==> config.mk <==
export PLATFORM = sky130hd
export DESIGN_NAME = cpu_store_unit
export DESIGN_NICKNAME = d
export VERILOG_FILES = /design/src/rtl/cpu_store_unit_pkg.sv /design/src/rtl/cpu_store_align.sv /design/src/rtl/cpu_store_unit.sv
export SDC_FILE = /design/constraint.sdc
export NUM_CORES = 1
export LEC_CHECK = 0
export ABC_CLOCK_PERIOD_IN_PS = 2000
export CORE_UTILIZATION = 46
export DETAILED_ROUTE_END_ITERATION = 16
export GPL_TIMING_DRIVEN = 1
export PLACE_DENSITY = 0.76
export SYNTH_ARGS = -nofsm -noshare
export SYNTH_HDL_FRONTEND = slang
export SYNTH_SLANG_ARGS = --single-unit
==> constraint.sdc <==
create_clock -name clk -period 2 [get_ports clk]
set_input_delay 0.4 -clock clk [delete_from_list [all_inputs] [get_ports clk]]
set_output_delay 0.4 -clock clk [all_outputs]
set_load 0.005 [all_outputs]
==> src/rtl/cpu_store_unit_pkg.sv <==
// Shared CPU definitions: store size encodings, store FSM states and the
// size-to-byte-mask helper used by the store alignment logic.
package cpu_store_unit_pkg;

    localparam logic [2:0] SIZE_B = 3'b000;
    localparam logic [2:0] SIZE_H = 3'b001;
    localparam logic [2:0] SIZE_W = 3'b010;

    typedef enum logic [1:0] {
        IDLE  = 2'd0,
        BEAT0 = 2'd1,
        BEAT1 = 2'd2,
        RESP  = 2'd3
    } state_e;

    // A zero mask marks an illegal size encoding.
    function automatic logic [3:0] size_mask(input logic [2:0] size);
        logic [3:0] mask;
        case (size)
            SIZE_B:  mask = 4'b0001;
            SIZE_H:  mask = 4'b0011;
            SIZE_W:  mask = 4'b1111;
            default: mask = 4'b0000;
        endcase
        return mask;
    endfunction

endpackage

==> src/rtl/cpu_store_align.sv <==
// Combinational store alignment: shifts byte mask and data into lane position
// across an 8-byte window and flags requests the unit cannot perform.
module cpu_store_align
    import cpu_store_unit_pkg::*;
#(
    parameter bit ALLOW_MISALIGNED = 1'b1
) (
    input  logic [1:0]  off,
    input  logic [2:0]  control,
    input  logic [31:0] data,
    output logic [7:0]  strb8,
    output logic [63:0] data64,
    output logic        legal
);

    logic [3:0] mask_s;

    // Lane placement and legality check for the incoming request.
    always_comb begin
        mask_s = size_mask(control);
        strb8  = {4'b0000, mask_s} << off;
        data64 = {32'h0000_0000, data} << {off, 3'b000};
        if (mask_s == 4'b0000) begin
            legal = 1'b0;
        end else if (!ALLOW_MISALIGNED && (strb8[7:4] != 4'b0000)) begin
            legal = 1'b0;
        end else begin
            legal = 1'b1;
        end
    end

endmodule

==> src/rtl/cpu_store_unit.sv <==
// Store unit: accepts one store at a time and issues one or two word-aligned
// write beats, then pulses done (or err for rejected requests).
module cpu_store_unit
    import cpu_store_unit_pkg::*;
#(
    parameter bit ALLOW_MISALIGNED = 1'b1
) (
    input  logic        clk,
    input  logic        rst_n,
    input  logic        req_valid,
    output logic        req_ready,
    input  logic [31:0] req_addr,
    input  logic [31:0] req_data,
    input  logic [2:0]  req_control,
    output logic        mem_valid,
    input  logic        mem_ready,
    output logic [31:0] mem_addr,
    output logic [31:0] mem_wdata,
    output logic [3:0]  mem_wstrb,
    output logic        done,
    output logic        err
);

    state_e      state_r;
    logic [31:0] addr_r;
    logic [3:0]  strb_hi_r;
    logic [31:0] data_hi_r;
    logic        req_ready_r;
    logic        mem_valid_r;
    logic [31:0] mem_addr_r;
    logic [31:0] mem_wdata_r;
    logic [3:0]  mem_wstrb_r;
    logic        done_r;
    logic        err_r;

    logic [7:0]  strb8_s;
    logic [63:0] data64_s;
    logic        legal_s;
    logic        hs_s;

    cpu_store_align #(
        .ALLOW_MISALIGNED(ALLOW_MISALIGNED)
    ) u_align (
        .off     (req_addr[1:0]),
        .control (req_control),
        .data    (req_data),
        .strb8   (strb8_s),
        .data64  (data64_s),
        .legal   (legal_s)
    );

    assign hs_s = req_valid & req_ready_r;

    // Store sequencing FSM; every bus/handshake output is a register.
    always_ff @(posedge clk or negedge rst_n) begin
        if (!rst_n) begin
            state_r     <= IDLE;
            addr_r      <= 32'h0000_0000;
            strb_hi_r   <= 4'b0000;
            data_hi_r   <= 32'h0000_0000;
            req_ready_r <= 1'b1;
            mem_valid_r <= 1'b0;
            mem_addr_r  <= 32'h0000_0000;
            mem_wdata_r <= 32'h0000_0000;
            mem_wstrb_r <= 4'b0000;
            done_r      <= 1'b0;
            err_r       <= 1'b0;
        end else begin
            case (state_r)
                IDLE: begin
                    if (hs_s) begin
                        addr_r      <= {req_addr[31:2], 2'b00};
                        strb_hi_r   <= strb8_s[7:4];
                        data_hi_r   <= data64_s[63:32];
                        req_ready_r <= 1'b0;
                        if (legal_s) begin
                            state_r     <= BEAT0;
                            mem_valid_r <= 1'b1;
                            mem_addr_r  <= {req_addr[31:2], 2'b00};
                            mem_wstrb_r <= strb8_s[3:0];
                            mem_wdata_r <= data64_s[31:0];
                        end else begin
                            state_r <= RESP;
                            err_r   <= 1'b1;
                        end
                    end
                end
                BEAT0: begin
                    if (mem_ready) begin
                        if (strb_hi_r != 4'b0000) begin
                            state_r     <= BEAT1;
                            mem_addr_r  <= addr_r + 32'd4;
                            mem_wstrb_r <= strb_hi_r;
                            mem_wdata_r <= data_hi_r;
                        end else begin
                            state_r     <= RESP;
                            mem_valid_r <= 1'b0;
                            done_r      <= 1'b1;
                        end
                    end
                end
                BEAT1: begin
                    if (mem_ready) begin
                        state_r     <= RESP;
                        mem_valid_r <= 1'b0;
                        done_r      <= 1'b1;
                    end
                end
                RESP: begin
                    state_r     <= IDLE;
                    done_r      <= 1'b0;
                    err_r       <= 1'b0;
                    req_ready_r <= 1'b1;
                end
                default: begin
                    state_r     <= IDLE;
                    mem_valid_r <= 1'b0;
                    done_r      <= 1'b0;
                    err_r       <= 1'b0;
                    req_ready_r <= 1'b1;
                end
            endcase
        end
    end

    assign req_ready = req_ready_r;
    assign mem_valid = mem_valid_r;
    assign mem_addr  = mem_addr_r;
    assign mem_wdata = mem_wdata_r;
    assign mem_wstrb = mem_wstrb_r;
    assign done      = done_r;
    assign err       = err_r;

endmodule

==> run_results.csv, run 1 <==
group,metric,value,unit
status,status,"finished, violations left",
status,violations,"hold timing",
grt,antenna_found_initial,0,
floorplan,die_h,121.7,microns
layout,comb_share,34.75,%
floorplan,die-width,121.7,microns
sta,fin_ws,25.33,ps
pwr,switchingPower,0.005244,W
worst_setup_path,rr_worst_depth,8,
pwr,pwr-share-seq,33.8,%
worst_setup_path,path_cells,"ha_2, nand4_1, buf_4, nor4_2, buf_4, nand4_1, xor2_1, o22ai_1",
clock_network,htreeDepth,4,
route,drcViolationCount,0,
grt,grtUsageMet3,6.086,%
placement,gp_congestion,0.9254,
sta,period_needed,1975,ps
route,routed_wirelength,19190,microns
layout,instances_no_fill,1022,
synth,synth_top_flop_cell,"dfrtp_1",
layout,inverters_excl_clock,10,
pwr,p_per_area,1569,nW/um^2
floorplan,tapCellCount,180,
layout,regArea,3229,sq um
worst_setup_path,startpoint,"addr_r[3]$_DFFE_PN0P_",
route,first_iter_violations,490,
sta,rsz0062_at_grt,"true",
floorplan,fp-utilization,47.33,%
pwr,p_leak,3.934,nW
pwr,ir_worst_vdd,0.0009097,V
pwr,combPwrFrac,43.7,%
hold_path,min_path_type,"primary input to asynchronous set/reset pin",
sta,setup_tns,0,ps
pwr,swShare,36.09,%
worst_setup_path,crit_slowest_cell,"dfrtp_1",
placement,port_buffers,140,
clock_network,post_cts_resized,2,
grt,grtUsageMet1,35.44,%
route,route.met3.wl,1265,microns
layout,diodes,0,
placement,numPlacedInstances,990,
sta,hold_slack,-12.87,ps
grt,grt_pass1_wl,30910,microns
grt,grtUsageMet2,43.82,%
clock_network,root_buffer,"clkbuf_16",
worst_setup_path,cp_top_family,"simple AND/OR/NAND/NOR gates",
pwr,p_seq,0.00492,W
sta,hold_viol,8,
grt,grt_pass1_vias,6039,
layout,multi_input_comb_cells,480,
route,routed.top_layer,"met4",
worst_setup_path,r2r_start,"addr_r[3]$_DFFE_PN0P_",
sta,max-slew-margin-rel,59.82,%
grt,top_usage_layer,"met2",
layout,clk_share,6.660,%
worst_setup_path,worstSetupEndpointType,"flop",
synth,edf_count,0,
run 1: stage by stage:
stage,area [sq um],total power (W)
5_1_grt,9261,0.01545
3_3_place_gp,8566,0.01074
2_1_floorplan,6601,0.008003
4_1_cts,9194,0.01443
6_report,9261,0.01453
3_5_place_dp,8566,0.01105
run 1: cells by family (layout without fill, tap and decap cells):
group / count (synthesis) / count (layout) / share of synthesized area (%)
adder cells (fa/ha/maj): 6 / 6 / 1.138
AND-OR/OR-AND: 153 / 153 / 15.65
buffers and inverters: 58 / 233 / 3.567
other: 1 / 2 / 0.05686
XOR/XNOR: 26 / 26 / 3.453
flip-flops: 129 / 129 / 48.97
AND/OR/NAND/NOR: 225 / 225 / 15.96
multiplexers: 68 / 68 / 11.21
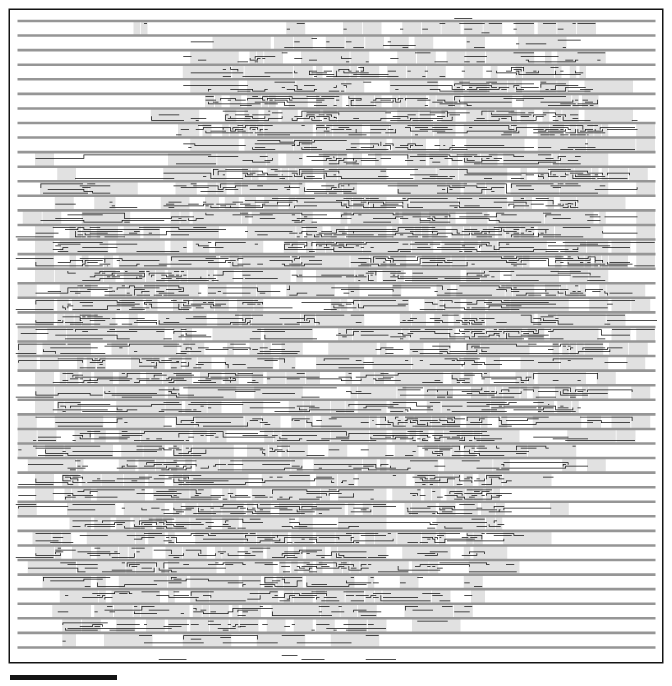
(run_1/met1.png)
Bar = 20 microns. Supply wires on this layer in gray.
The longest straight run is 28.5 microns. The layer holds 42% of the routed length. The wires run mostly horizontal. 801 nets have wire on it. The layer carries 8,110 microns of wire.

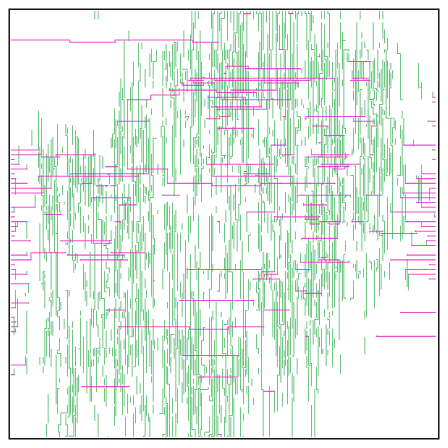
(run_1/metal_stack.png)
Two of the layers only.
Green shows met2, wire length 9,330 microns. Magenta shows met3, wire length 1,270 microns.

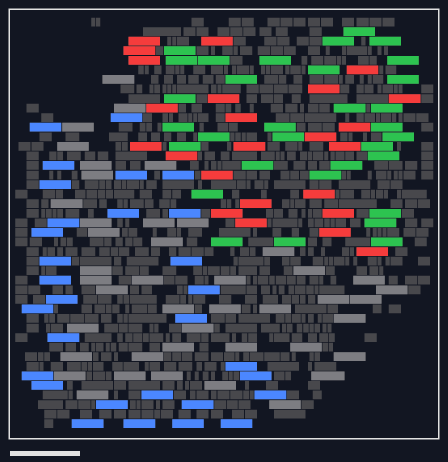
(run_1/registers.png)
Bar = 20 microns. Other sequential cells in the stronger gray, the rest of the logic in the fainter gray.
Red shows `data_hi_r`, flops 24. Blue shows `mem_addr`, flops 30. Green shows `mem_wdata`, flops 32.
Another 43 sequential cells are not colored.

==> run 1 -> run 2 <==
--- a/config.mk
+++ b/config.mk
@@ -6,10 +6,13 @@
 export NUM_CORES = 1
 export LEC_CHECK = 0
 export ABC_CLOCK_PERIOD_IN_PS = 2000
-export CORE_UTILIZATION = 46
+export CELL_PAD_IN_SITES_DETAIL_PLACEMENT = 1
+export CELL_PAD_IN_SITES_GLOBAL_PLACEMENT = 2
+export CORE_UTILIZATION = 29
 export DETAILED_ROUTE_END_ITERATION = 16
+export GPL_ROUTABILITY_DRIVEN = 0
 export GPL_TIMING_DRIVEN = 1
-export PLACE_DENSITY = 0.76
+export PLACE_DENSITY_LB_ADDON = 0.1
 export SYNTH_ARGS = -nofsm -noshare
 export SYNTH_HDL_FRONTEND = slang
 export SYNTH_SLANG_ARGS = --single-unit
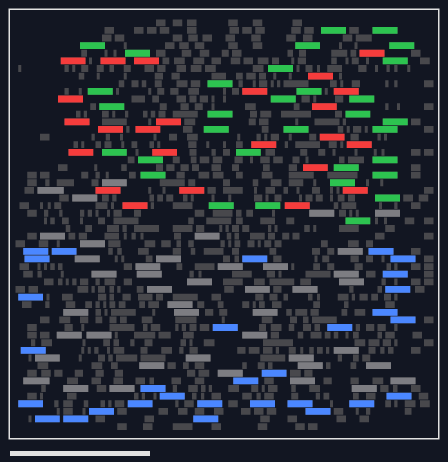
(run_2/registers.png)
Bar = 50 microns. Other sequential cells in the stronger gray, the rest of the logic in the fainter gray.
Green shows `mem_wdata`, flops 32. Red shows `data_hi_r`, flops 24. Blue shows `mem_addr`, flops 30.
Another 43 sequential cells are not colored.

==> run_results.csv, run 2 <==
group,metric,value,unit
synth,ys_sh_adder,1.138,%
worst_setup_path,startpoint,"req_ready$_DFFE_PN1P_",
grt,grt_pass1_wl,36040,microns
floorplan,fp.dieArea,23350,sq um
floorplan,die_h,152.8,microns
worst_setup_path,cp.arrival,1530,ps
worst_setup_path,cp_top_family,"flip-flops",
layout,diodes,0,
synth,syn-instance-count,666,
synth,ys_top_cells_by_count,"dfrtp_1, nand2_1, nor2_1, mux2_2, o21ai_0",
status,violations,"DRC",
synth,synth_top_flop_cell,"dfrtp_1",
worst_setup_path,r2r_end,"state_r[0]$_DFFE_PN0P_",
layout,largest_cell_class,"logic gates",
pwr,p_seq,0.00483,W
layout,largest_reg_flops,32,
placement,numPlacedInstances,1113,
placement,dpl_cell_area,8857,sq um
worst_setup_path,rr_worst_depth,6,
pwr,top_power_group,"combinational logic",
floorplan,fp-utilization,29.85,%
grt,grt_pass1_vias,6209,
synth,netlist_logic_family_top,"simple AND/OR/NAND/NOR gates",
status,status,"finished, violations left",
clock_network,root_buffer,"clkbuf_16",
pwr,combPwrFrac,45.6,%
layout,multi_input_comb_cells,480,
route,first_iter_violations,280,
worst_setup_path,crit_slowest_cell,"dfstp_2",
clock_network,htreeDepth,4,
hold_path,min_path_type,"flop to flop",
layout,regArea,3231,sq um
route,drcViolationCount,5,
synth,synth_cell_types,52,
pwr,switchingPower,0.005396,W
grt,grt_max_degree,53,
layout,buffer_area_share,21.90,%
worst_setup_path,critPathCapture,"req_ready",
floorplan,tapCellCount,280,
hold_path,whs_path_depth,2,
hold_path,holdPathEnd,"mem_wdata[28]$_DFFE_PN0P_",
worst_setup_path,cp_max_fo,5,
synth,simple_gate_area_share,15.96,%
sta,fin_ws,66.91,ps
worst_setup_path,worstSetupEndpointType,"primary output",
clock_network,cts_buffers,17,
clock_network,cts.sinks,129,
pwr,p_leak,4.070,nW
sta,max-slew-margin-rel,64.81,%
grt,antenna_found_initial,0,
job,warnings,30,
clock_network,cts_tree,"yes",
synth,yosys-stat-cells,666,
job,maxCapViolCount,0,
clock_network,cts-hold-fix-buffers,1,
worst_setup_path,r2r_start,"state_r[0]$_DFFE_PN0P_",
layout,clk_share,6.314,%
layout,comb_share,34.06,%
sta,period_needed,1933,ps
floorplan,die-width,152.8,microns
worst_setup_path,path_cells,"clkdlybuf4s50_1",
sta,hold_slack,481.4,ps
pwr,pwr-share-seq,32.7,%
layout,instances_no_fill,1147,
pwr,total_power,0.01477,W
layout,finish.instance_area,9592,sq um
grt,grt_use_total,20.05,%
layout,flop-count,129,
sta,fmax,0.5173,GHz
pwr,swShare,36.53,%
clock_network,post_cts_resized,0,
sta,setup_viol,0,
pwr,intPower,0.009377,W
layout,area_growth,45.44,%
clock_network,cts.clk_slew.worst_paths,60,ps
pwr,p_per_area,1540,nW/um^2
placement,place_ws,-288.6,ps
sta,setup_tns,0,ps
synth,synth-compound-area-share,15.65,%
synth,edf_count,0,
route,routed_wirelength,22590,microns
synth,muxShareOfSynthArea,11.21,%
layout,mi_logic_area,3267,sq um
sta,hold_viol,0,
pwr,ir_worst_vdd,0.0007748,V
synth,xor_share,3.453,%
placement,port_buffers,140,
synth,syn_area_per_cell,9.903,sq um
layout,inverters_excl_clock,10,
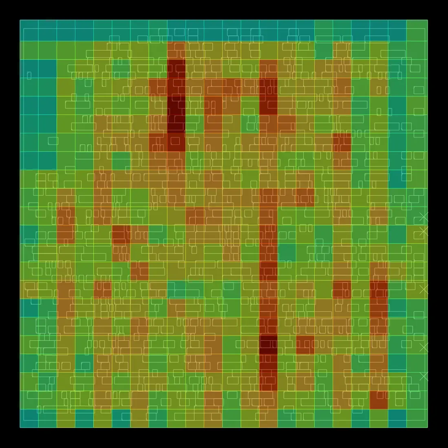
(run_2/final_congestion.png)
Final Util: 43.41%
met1 GRT Util: 29.07%

## run 2: cell count changes in the layout (fill, tap and decap cells not counted), moves of 2 or more
cell,change
nand3_1,-2
o41ai_2,+2
buf_4,+24
o41ai_1,-2
nand3_2,+2
a221oi_1,-3
a221oi_2,+3
## run 2: per-layer routing
metal  up-vias  GRT usage (%)  part of all wire [%]  wire length, microns
li1       2771              -                     -                     -
met2       134          30.45                    45                 10100
met5         -              0                     0                     0
met1      2960          29.07                    50                 11380
met3        22          3.811                   3.7                   833
met4         0          5.147                   1.2                   276
## run 2: cells by family after synthesis
logic type / after synthesis
flip-flops: 129
other: 1
multiplexers: 68
buffers and inverters: 58
XOR/XNOR: 26
adder cells (fa/ha/maj): 6
AND/OR/NAND/NOR: 225
AND-OR/OR-AND: 153
==> run 2 -> run 3 <==
--- a/config.mk
+++ b/config.mk
@@ -5,10 +5,10 @@
 export SDC_FILE = /design/constraint.sdc
 export NUM_CORES = 1
 export LEC_CHECK = 0
-export ABC_CLOCK_PERIOD_IN_PS = 2000
+export ABC_CLOCK_PERIOD_IN_PS = 2100
 export CELL_PAD_IN_SITES_DETAIL_PLACEMENT = 1
 export CELL_PAD_IN_SITES_GLOBAL_PLACEMENT = 2
-export CORE_UTILIZATION = 29
+export CORE_UTILIZATION = 32
 export DETAILED_ROUTE_END_ITERATION = 16
 export GPL_ROUTABILITY_DRIVEN = 0
 export GPL_TIMING_DRIVEN = 1
==> constraint.sdc (replaced) <==
create_clock -name clk -period 2.1 [get_ports clk]
set_input_delay 0.42 -clock clk [delete_from_list [all_inputs] [get_ports clk]]
set_output_delay 0.42 -clock clk [all_outputs]
set_load 0.005 [all_outputs]
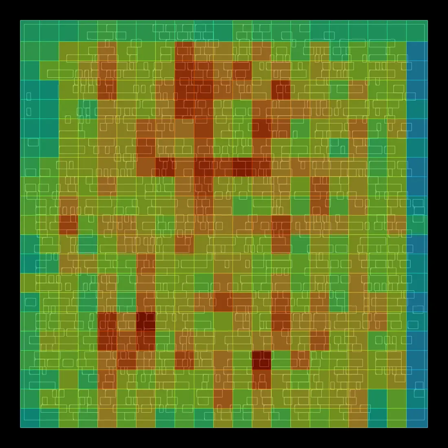
(run_3/final_congestion.png)
WL/cell: 19.50 microns
grt met2 use: 32.76%
met1 GRT Util: 31.21%
Total GRT Usage: 21.48%

==> run_results.csv, run 3 <==
group,metric,value,unit
status,status,"complete, no violations",
pwr,ir_worst_vdd,0.0006959,V
hold_path,min_path_type,"flop to flop",
worst_setup_path,critPathCapture,"mem_valid$_DFFE_PN0P_",
worst_setup_path,r2r_end,"mem_valid$_DFFE_PN0P_",
worst_setup_path,cp_max_fo,9,
job,maxCapViolCount,0,
grt,grt_max_degree,52,
sta,period_needed,1959,ps
floorplan,fp-utilization,32.59,%
pwr,p_leak,3.919,nW
layout,largest_reg_flops,32,
layout,diodes,0,
synth,edf_count,0,
floorplan,die_h,145.6,microns
hold_path,whs_path_depth,2,
layout,instances_no_fill,1121,
sta,hold_viol,0,
clock_network,cts.sinks,129,
layout,finish.utilization,45.97,%
synth,yosys-stat-cells,666,
placement,dpl_cell_area,8667,sq um
hold_path,holdPathEnd,"data_hi_r[12]$_DFFE_PN0P_",
synth,syn_area_per_cell,9.903,sq um
worst_setup_path,worstSetupEndpointType,"flop",
placement,port_buffers,140,
worst_setup_path,path_cells,"inv_1, ha_1, buf_4, o2bb2ai_1, a21oi_1, a22o_1, a22o_1",
sta,max-slew-margin-rel,62.94,%
worst_setup_path,rr_worst_depth,7,
sta,fin_ws,140.7,ps
pwr,switchingPower,0.005025,W
placement,place_ws,-74.90,ps
clock_network,cts_buffers,17,
route,wl_met2,9771,microns
sta,setup_tns,0,ps
pwr,pwr-share-seq,34.2,%
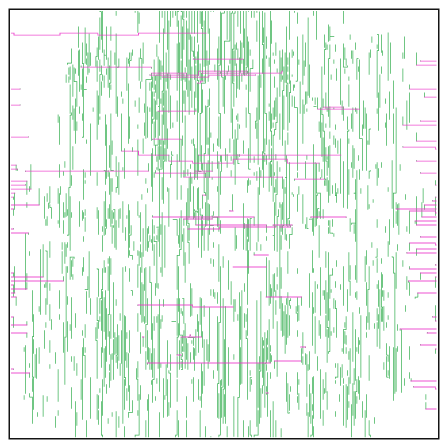
(run_3/metal_stack.png)
Two of the layers only.
Green shows met2, wire length 9,770 microns. Magenta shows met3, wire length 1,070 microns.

run 3: cells by family after synthesis:
family,Yosys count,synth area share [%]
other,1,0.05686
AND/OR/NAND/NOR,225,15.96
flip-flops,129,48.97
multiplexers,68,11.21
buffers and inverters,58,3.567
adder cells (fa/ha/maj),6,1.138
AND-OR/OR-AND,153,15.65
XOR/XNOR,26,3.453
run 3: area by class of cell:
type                       count  share of cell area, %
clock buffer                  18                  4.722
clock inverter                14                  1.493
inverter                      10                 0.4036
multi-input combinational    480                  34.27
sequential                   129                  34.72
tap                          270                  3.632
timing repair buffer         200                  20.76
run 3: repair_timing:
action	CTS	global route
buffers inserted	0	2
endpoints found under the setup margin	0	17
endpoints found under the hold margin	25	0
resized	0	6
hold buffers	1	0

==> gallery <==
Port wiring.
Plate I
Bar = 50 microns.
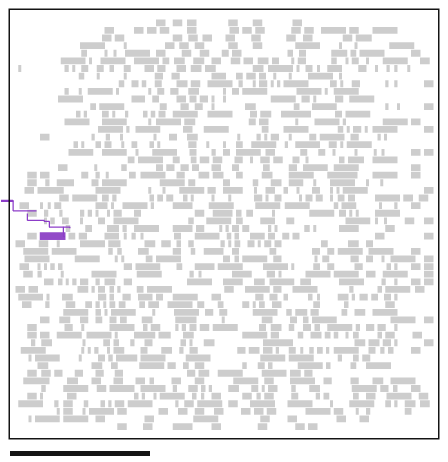
Plate II
Bar = 20 microns.
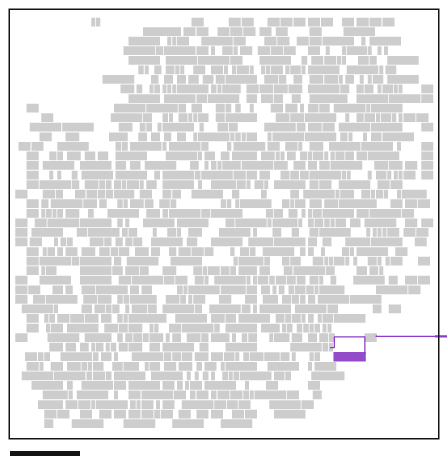
run 2: Plate I
run 1: Plate II
- largest die: Plate I

Key to Plate II:
Purple shows `err`, bits 1, direction output, end cells 1, buffers 1, wire 34.6 microns.

Power is estimated from default activity; no workload was simulated.
